`src/rtl/soda_vend_controller.sv`:
```
// -----------------------------------------------------------------------------
// soda_vend_controller
//   Top-level sequencing FSM for the soda machine. It accumulates coin credit,
//   compares it against PRICE, drives the dispense actuator for DISPENSE_CYCLES
//   cycles using an internal timer, then issues a single change-return pulse.
//
//   Optional feature macro: COIN_RETURN_EN
//     Adds a REFUND state so that cancel in COLLECT returns all credit.
//     With the macro undefined, cancel is ignored.
//
//   All outputs are registered. The output decode looks at the next state, so
//   the flops already hold the values that belong to the state being entered.
// -----------------------------------------------------------------------------
module soda_vend_controller #(
  parameter int PRICE           = 75,
  parameter int CREDIT_W        = 8,
  parameter int DISPENSE_CYCLES = 4,
  parameter int TIMER_W         = 8
) (
  input  logic                clk,
  input  logic                rst,
  input  logic                nickel,
  input  logic                dime,
  input  logic                quarter,
  input  logic                cancel,
  output logic [CREDIT_W-1:0] credit,
  output logic                busy,
  output logic                dispense,
  output logic                change_valid,
  output logic [CREDIT_W-1:0] change
);

  localparam logic [CREDIT_W-1:0] PRICE_C   = CREDIT_W'(PRICE);
  localparam logic [TIMER_W-1:0]  TIMER_END = TIMER_W'(DISPENSE_CYCLES - 1);

  typedef enum logic [2:0] {
    S_IDLE,
    S_COLLECT,
    S_DISPENSE,
    S_CHANGE
`ifdef COIN_RETURN_EN
    , S_REFUND
`endif
  } state_t;

  state_t              state, next_state;
  logic [TIMER_W-1:0]  timer, timer_d;
  logic [CREDIT_W-1:0] credit_d;
  logic [CREDIT_W-1:0] coin_value;
  logic [CREDIT_W-1:0] sum;
  logic                busy_d, dispense_d, change_valid_d;
  logic [CREDIT_W-1:0] change_d;

`ifdef COIN_RETURN_EN
  logic                cancel_req;
  assign cancel_req = cancel;
`else
  // cancel has no function in this build; kept on the port for pin compatibility.
  logic                cancel_unused;
  assign cancel_unused = cancel;
`endif

  // Coin value with strict priority: quarter over dime over nickel.
  always_comb begin
    if (quarter)   coin_value = CREDIT_W'(25);
    else if (dime) coin_value = CREDIT_W'(10);
    else if (nickel) coin_value = CREDIT_W'(5);
    else           coin_value = '0;
  end

  assign sum = credit + coin_value;

  // State, timer, credit and output registers.
  always_ff @(posedge clk or negedge rst) begin
    if (!rst) begin
      state        <= S_IDLE;
      timer        <= '0;
      credit       <= '0;
      busy         <= 1'b0;
      dispense     <= 1'b0;
      change_valid <= 1'b0;
      change       <= '0;
    end else begin
      // NOTE: non-blocking assignments so every register samples pre-edge values.
      state        <= next_state;
      timer        <= timer_d;
      credit       <= credit_d;
      busy         <= busy_d;
      dispense     <= dispense_d;
      change_valid <= change_valid_d;
      change       <= change_d;
    end
  end

  // Next-state, next-credit and dispense-timer logic.
  always_comb begin
    // NOTE: defaults first so no path leaves a variable unassigned (no latches).
    next_state = state;
    credit_d   = credit;
    // Timer sits at zero outside DISPENSE, so it is cleared on entry.
    timer_d    = '0;
    unique case (state)
      S_IDLE, S_COLLECT: begin
        if (coin_value != '0) begin
          credit_d   = sum;
          next_state = S_COLLECT;
        end
        // With no coin, sum equals credit, which is always below PRICE here.
        if (sum >= PRICE_C) begin
          next_state = S_DISPENSE;
        end
`ifdef COIN_RETURN_EN
        else if (cancel_req && state == S_COLLECT) begin
          next_state = S_REFUND;
        end
`endif
      end
      S_DISPENSE: begin
        timer_d = timer + 1'b1;
        if (timer == TIMER_END) next_state = S_CHANGE;
      end
      S_CHANGE: begin
        credit_d   = '0;
        next_state = S_IDLE;
      end
`ifdef COIN_RETURN_EN
      S_REFUND: begin
        credit_d   = '0;
        next_state = S_IDLE;
      end
`endif
      default: begin
        credit_d   = '0;
        next_state = S_IDLE;
      end
    endcase
  end

  // Output decode for the state being entered, registered at the same edge.
  always_comb begin
    busy_d         = 1'b0;
    dispense_d     = 1'b0;
    change_valid_d = 1'b0;
    change_d       = '0;
    unique case (next_state)
      S_DISPENSE: begin
        busy_d     = 1'b1;
        dispense_d = 1'b1;
      end
      S_CHANGE: begin
        busy_d = 1'b1;
        if (credit_d > PRICE_C) begin
          change_valid_d = 1'b1;
          change_d       = credit_d - PRICE_C;
        end
      end
`ifdef COIN_RETURN_EN
      S_REFUND: begin
        busy_d         = 1'b1;
        change_valid_d = 1'b1;
        change_d       = credit_d;
      end
`endif
      default: begin
        busy_d = 1'b0;
      end
    endcase
  end

endmodule
```
`config.mk`:
```
export PLATFORM = sky130hd
export DESIGN_NAME = soda_vend_controller
export DESIGN_NICKNAME = d
export VERILOG_FILES = /design/src/rtl/soda_vend_controller.sv
export SDC_FILE = /design/constraint.sdc
export NUM_CORES = 1
export LEC_CHECK = 0
export ABC_CLOCK_PERIOD_IN_PS = 6700
export CAP_MARGIN = 20
export CELL_PAD_IN_SITES_DETAIL_PLACEMENT = 0
export CELL_PAD_IN_SITES_GLOBAL_PLACEMENT = 1
export CORE_MARGIN = 2
export CORE_UTILIZATION = 47
export CTS_BUF_LIST = sky130_fd_sc_hd__clkbuf_8
export DETAILED_ROUTE_END_ITERATION = 16
export HOLD_SLACK_MARGIN = 0.02
export PLACE_DENSITY_LB_ADDON = 0.05
export SLEW_MARGIN = 5
export SYNTH_ARGS = -nofsm -noshare
export SYNTH_HDL_FRONTEND = slang
export SYNTH_SLANG_ARGS = --single-unit
```
`constraint.sdc`:
```
create_clock -name clk -period 6.7 [get_ports clk]
set_input_delay 1.34 -clock clk [delete_from_list [all_inputs] [get_ports clk]]
set_output_delay 1.34 -clock clk [all_outputs]
set_load 0.05 [all_outputs]
```
**Layout detail**

Bar = 10 µm. Window x 13 to 53, y 0 to 40 µm. Cells in gray, sequential cells in the stronger gray; small squares are vias.
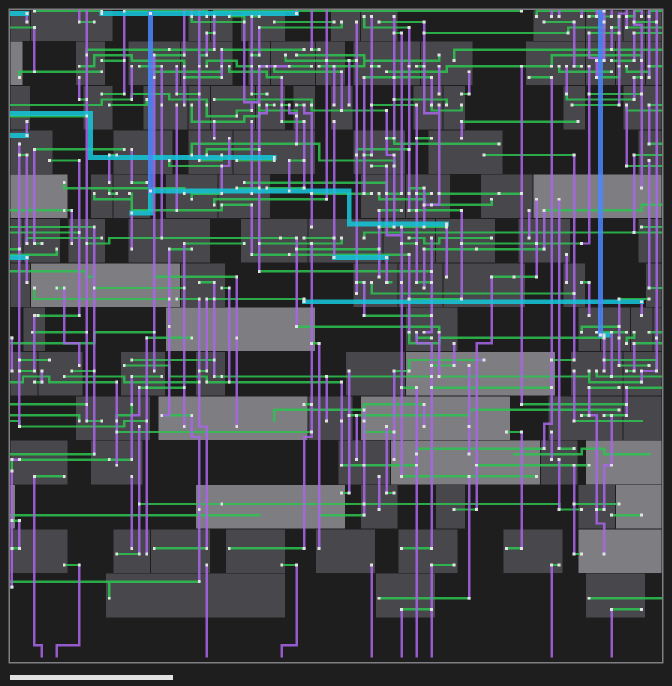
color	layer
blue	M4
green	M1
cyan	M3
purple	M2
sequential cells in the window	10
netlist names of flops here include	credit (5), change (4)
most frequent	dfrtp_1 (10), clkdlybuf4s50_1 (10), nand2_1 (7)
cells with their middle in the window	98

**Cell sizes after repair**

Bar = 20 µm.
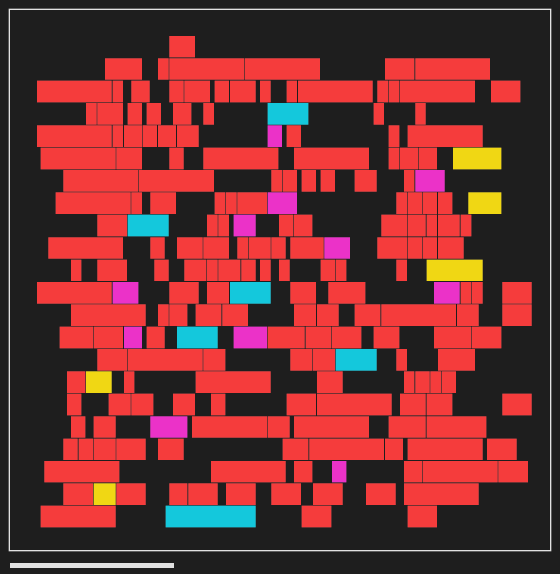
color	size	cells	share
yellow	x3 and x4	5	2.4%
cyan	x6 and larger	6	2.9%
red	x1 and smaller	186	89%
magenta	x2	11	5.3%

==> results_slide.txt <==
Physical Implementation Snapshot

Synthesis
  • Yosys synthesis chip area: 0.00179 mm²
  • Post-synth seq share: 0.420
  • Yosys simple share: 0.223
  • Async S/R FF share, synth: 1.00
  • Yosys warning tally: 0
  • Mapped Avg Cell Area: 9.82 µm²
  • Main synth FF type: dfrtp_1
  • Netlist Area Pre-Place: 0.00179 mm²
  • Complex Gates by Area: 0.193
  • Synthesized registers: 30
  • Post-synthesis cell type count: approximately 58
  • Xor/xnor share: 0.0588
  • Largest logic family: simple AND/OR/NAND/NOR gates
  • Cell count in the Yosys report: 182
  • Post-Syn Instances: 182
  • Number of enable flip-flop cells: 0
  • Floorplan Nets: 195
  • Adders+Majority by Area: 0.0588
  • Mux share: 0.0112

Drt
  • Iteration-0 DRC Markers: 135
  • Vias: 1420
  • WL final: roughly 3700 µm
  • # DRC: 0
  • WL per Instance: 14.6 µm
  • Post-route ant nets: 0
  • Vias per inst: 5.55
  • WL met1: 1820 µm
  • Met2 routed WL: 1710 µm
  • 1st-pass router iterations: 4
  • Top layer in use: met4
  • Metal3 WL: roughly 160 µm

Placement
  • # placed instances: 248
  • PortBufs: 23
  • HPWL after DPL: 2790 µm
  • GP Congestion: roughly 0.86
  • Pre-CTS setup slack: 2250 ps
  • Placed cell area: 0.00204 mm²

Clock network
  • Clk Latency, worst-skew pair: 280 ps
  • Post-CTS Hold Fix Bufs: 0
  • Root Buffer: clkbuf_8
  • Clock Sinks: 30
  • Cts bufs inserted: 5
  • Setup bufs post-CTS: 0
  • CTS tree: done
  • Clock transition at path regs: 60 ps
  • CTS H-tree lvls: 2
  • Post-cts sizing count: 0
  • Max clock buf depth: 2

Cells and area
  • Finished Cell Area: around 0.0022 mm²
  • Area Overhead vs Synth: 20.5%
  • Ratio of cells with drive above 1 in the final layout: 0.106
  • Top flop regs: change x8, credit x8, timer x8
  • Final nets: 220
  • Top cells excl fill/tap: dfrtp_1 (30), clkdlybuf4s50_1 (23), nor2_1 (22)
  • Post-layout util: 0.588
  • Fin cells: 256
  • Most frequent logic cell in the layout: dfrtp_1
  • Ant diodes: 0

Die
  • Row Count: 22
  • Chip height: 65.7 µm
  • Floorplan core density: 0.488
  • I/O Pins: 25
  • Die Area: about 0.0043 mm²
  • Die width: 65.7 µm
  • Core Region: 0.00366 mm²

Setup path
  • CP peak stage delay: 610 ps
  • R2R Path End: change[1]$_DFF_PN0_
  • Worst r2r src: credit[0]$_DFF_PN0_
  • WP depth: 11
  • Delay-heaviest family, CP: AND-OR/OR-AND gates
  • Critical-path cell list: clkdlybuf4s50_1 > inv_1 > a21o_2 > ha_1 > fa_1 > o2111a_1 > o31ai_1 > a21o_1 > a21oi_1 > o31ai_2 > and2_1
  • CP endpoint kind: flop
  • CP bufs+invs: 2
  • Worst setup path class: input port to flop
  • Crit-path max FO: 6
  • WP data required: 6910 ps
  • Reg-to-reg setup timing slack: 4060 ps
  • Arr. time, crit path: between 4000 and 5000 ps
  • Cell depth of the worst flop-to-flop path: 8
  • Slowest CP cell: clkdlybuf4s50_1
  • CP Launch Type: input port

Power
  • Net Switching: roughly 0.19 mW
  • Sequential group share of total power: 0.379
  • Internal power: between 0.3 and 0.4 mW
  • Cell Pwr Density: 257 mW/mm²
  • P_leak: 0.991 nW
  • Total power: roughly 0.55 mW
  • Comb power frac: 0.304
  • Peak supply drop: 0.144 mV
  • Clk pwr share: 0.317
  • Switching part of the total: 0.338

Status
  • Status: completed

STA
  • Slew Limit Headroom: 0.549
  • Hold Slack: 521 ps
  • Final setup viols: 0
  • Fin crit period: 4150 ps
  • Period utilization: 0.619
  • Slew Limit Fails: 0
  • RSZ-0062 raised after global routing: false
  • Worst slew pin tran: 672 ps
  • Clock Skew: 4.11 ps
  • Setup TNS: 0 ps
  • Fmax: 0.241 GHz
  • Hold Violations, Final: 0
  • Setup ws final: 2550 ps

GRT
  • Global-route wire length before repair: between 6000 and 7000 µm
  • M1 GR Usage: 0.280
  • Largest net degree at the start of global routing: 31
  • Tot GR Track Use: 0.203
  • Gr ovfl total: 0
  • GR Util met2: 0.308
  • Initial antenna violation count: 0
  • GR peak layer: met2
  • Grt met3 use: 0.0514
  • Number of global-route vias before repair: 1406

Run
  • Tool warnings: 27
  • Max_cap viols: 0

Worst hold path
  • Worst hold endpoint: timer[0]$_DFF_PN0_
  • Worst hold path class: flop to flop
  • Hold Path Stages: 1
  • Hold_sp: timer[0]$_DFF_PN0_
-- power by group through the flow --
stage          logic [mW]  registers, mW  clock network [mW]
2_1_floorplan       0.103          0.237                   0
4_1_cts             0.170          0.210               0.180
6_report            0.168          0.210               0.176
3_3_place_gp        0.166          0.213                   0
3_5_place_dp        0.169          0.213                   0
5_1_grt             0.186          0.213               0.188
-- how the worst max path moves through the flow --
stage / slack, ps / end / startpoint
finish: 2550 / change[1]$_DFF_PN0_ / dime
CTS: 2520 / change[4]$_DFF_PN0_ / dime
detailed placement: 2250 / change[4]$_DFF_PN0_ / dime
global route: 2290 / change[1]$_DFF_PN0_ / dime
floorplan: 3150 / change[6]$_DFF_PN0_ / quarter
global placement: 2330 / change[0]$_DFF_PN0_ / dime
-- final cells by class --
cell class                 instances  area (µm²)
tap                               48        60.1
timing repair buffer              24         238
sequential                        30         751
multi-input combinational        141         977
fill                             316        1510
inverter                           5        18.8
clock inverter                     3        40.0
clock buffer                       5        68.8
-- cell usage after synthesis (all sizes together), types with 2 or more instances --
cell / count / area share
a211oi: 3 / 0.013
a21o: 3 / 0.013
a21oi: 6 / 0.023
a22o: 3 / 0.015
a31oi: 2 / 0.0070
and2: 6 / 0.022
and3: 2 / 0.0070
clkbuf: 4 / 0.0091
dfrtp: 30 / 0.42
ha: 6 / 0.042
inv: 5 / 0.011
mux2i: 2 / 0.011
nand2: 9 / 0.019
nand2b: 3 / 0.011
nand3: 10 / 0.028
nand3b: 2 / 0.0084
nor2: 22 / 0.046
nor3: 6 / 0.020
nor3b: 2 / 0.015
o2111a: 2 / 0.013
o211ai: 3 / 0.013
o21a: 3 / 0.013
o21ai: 10 / 0.032
o31ai: 2 / 0.011
or2: 2 / 0.0084
or4: 2 / 0.011
xnor2: 5 / 0.025
xor2: 7 / 0.034
Power figures rest on the tool's default switching activity, not on a simulated workload.
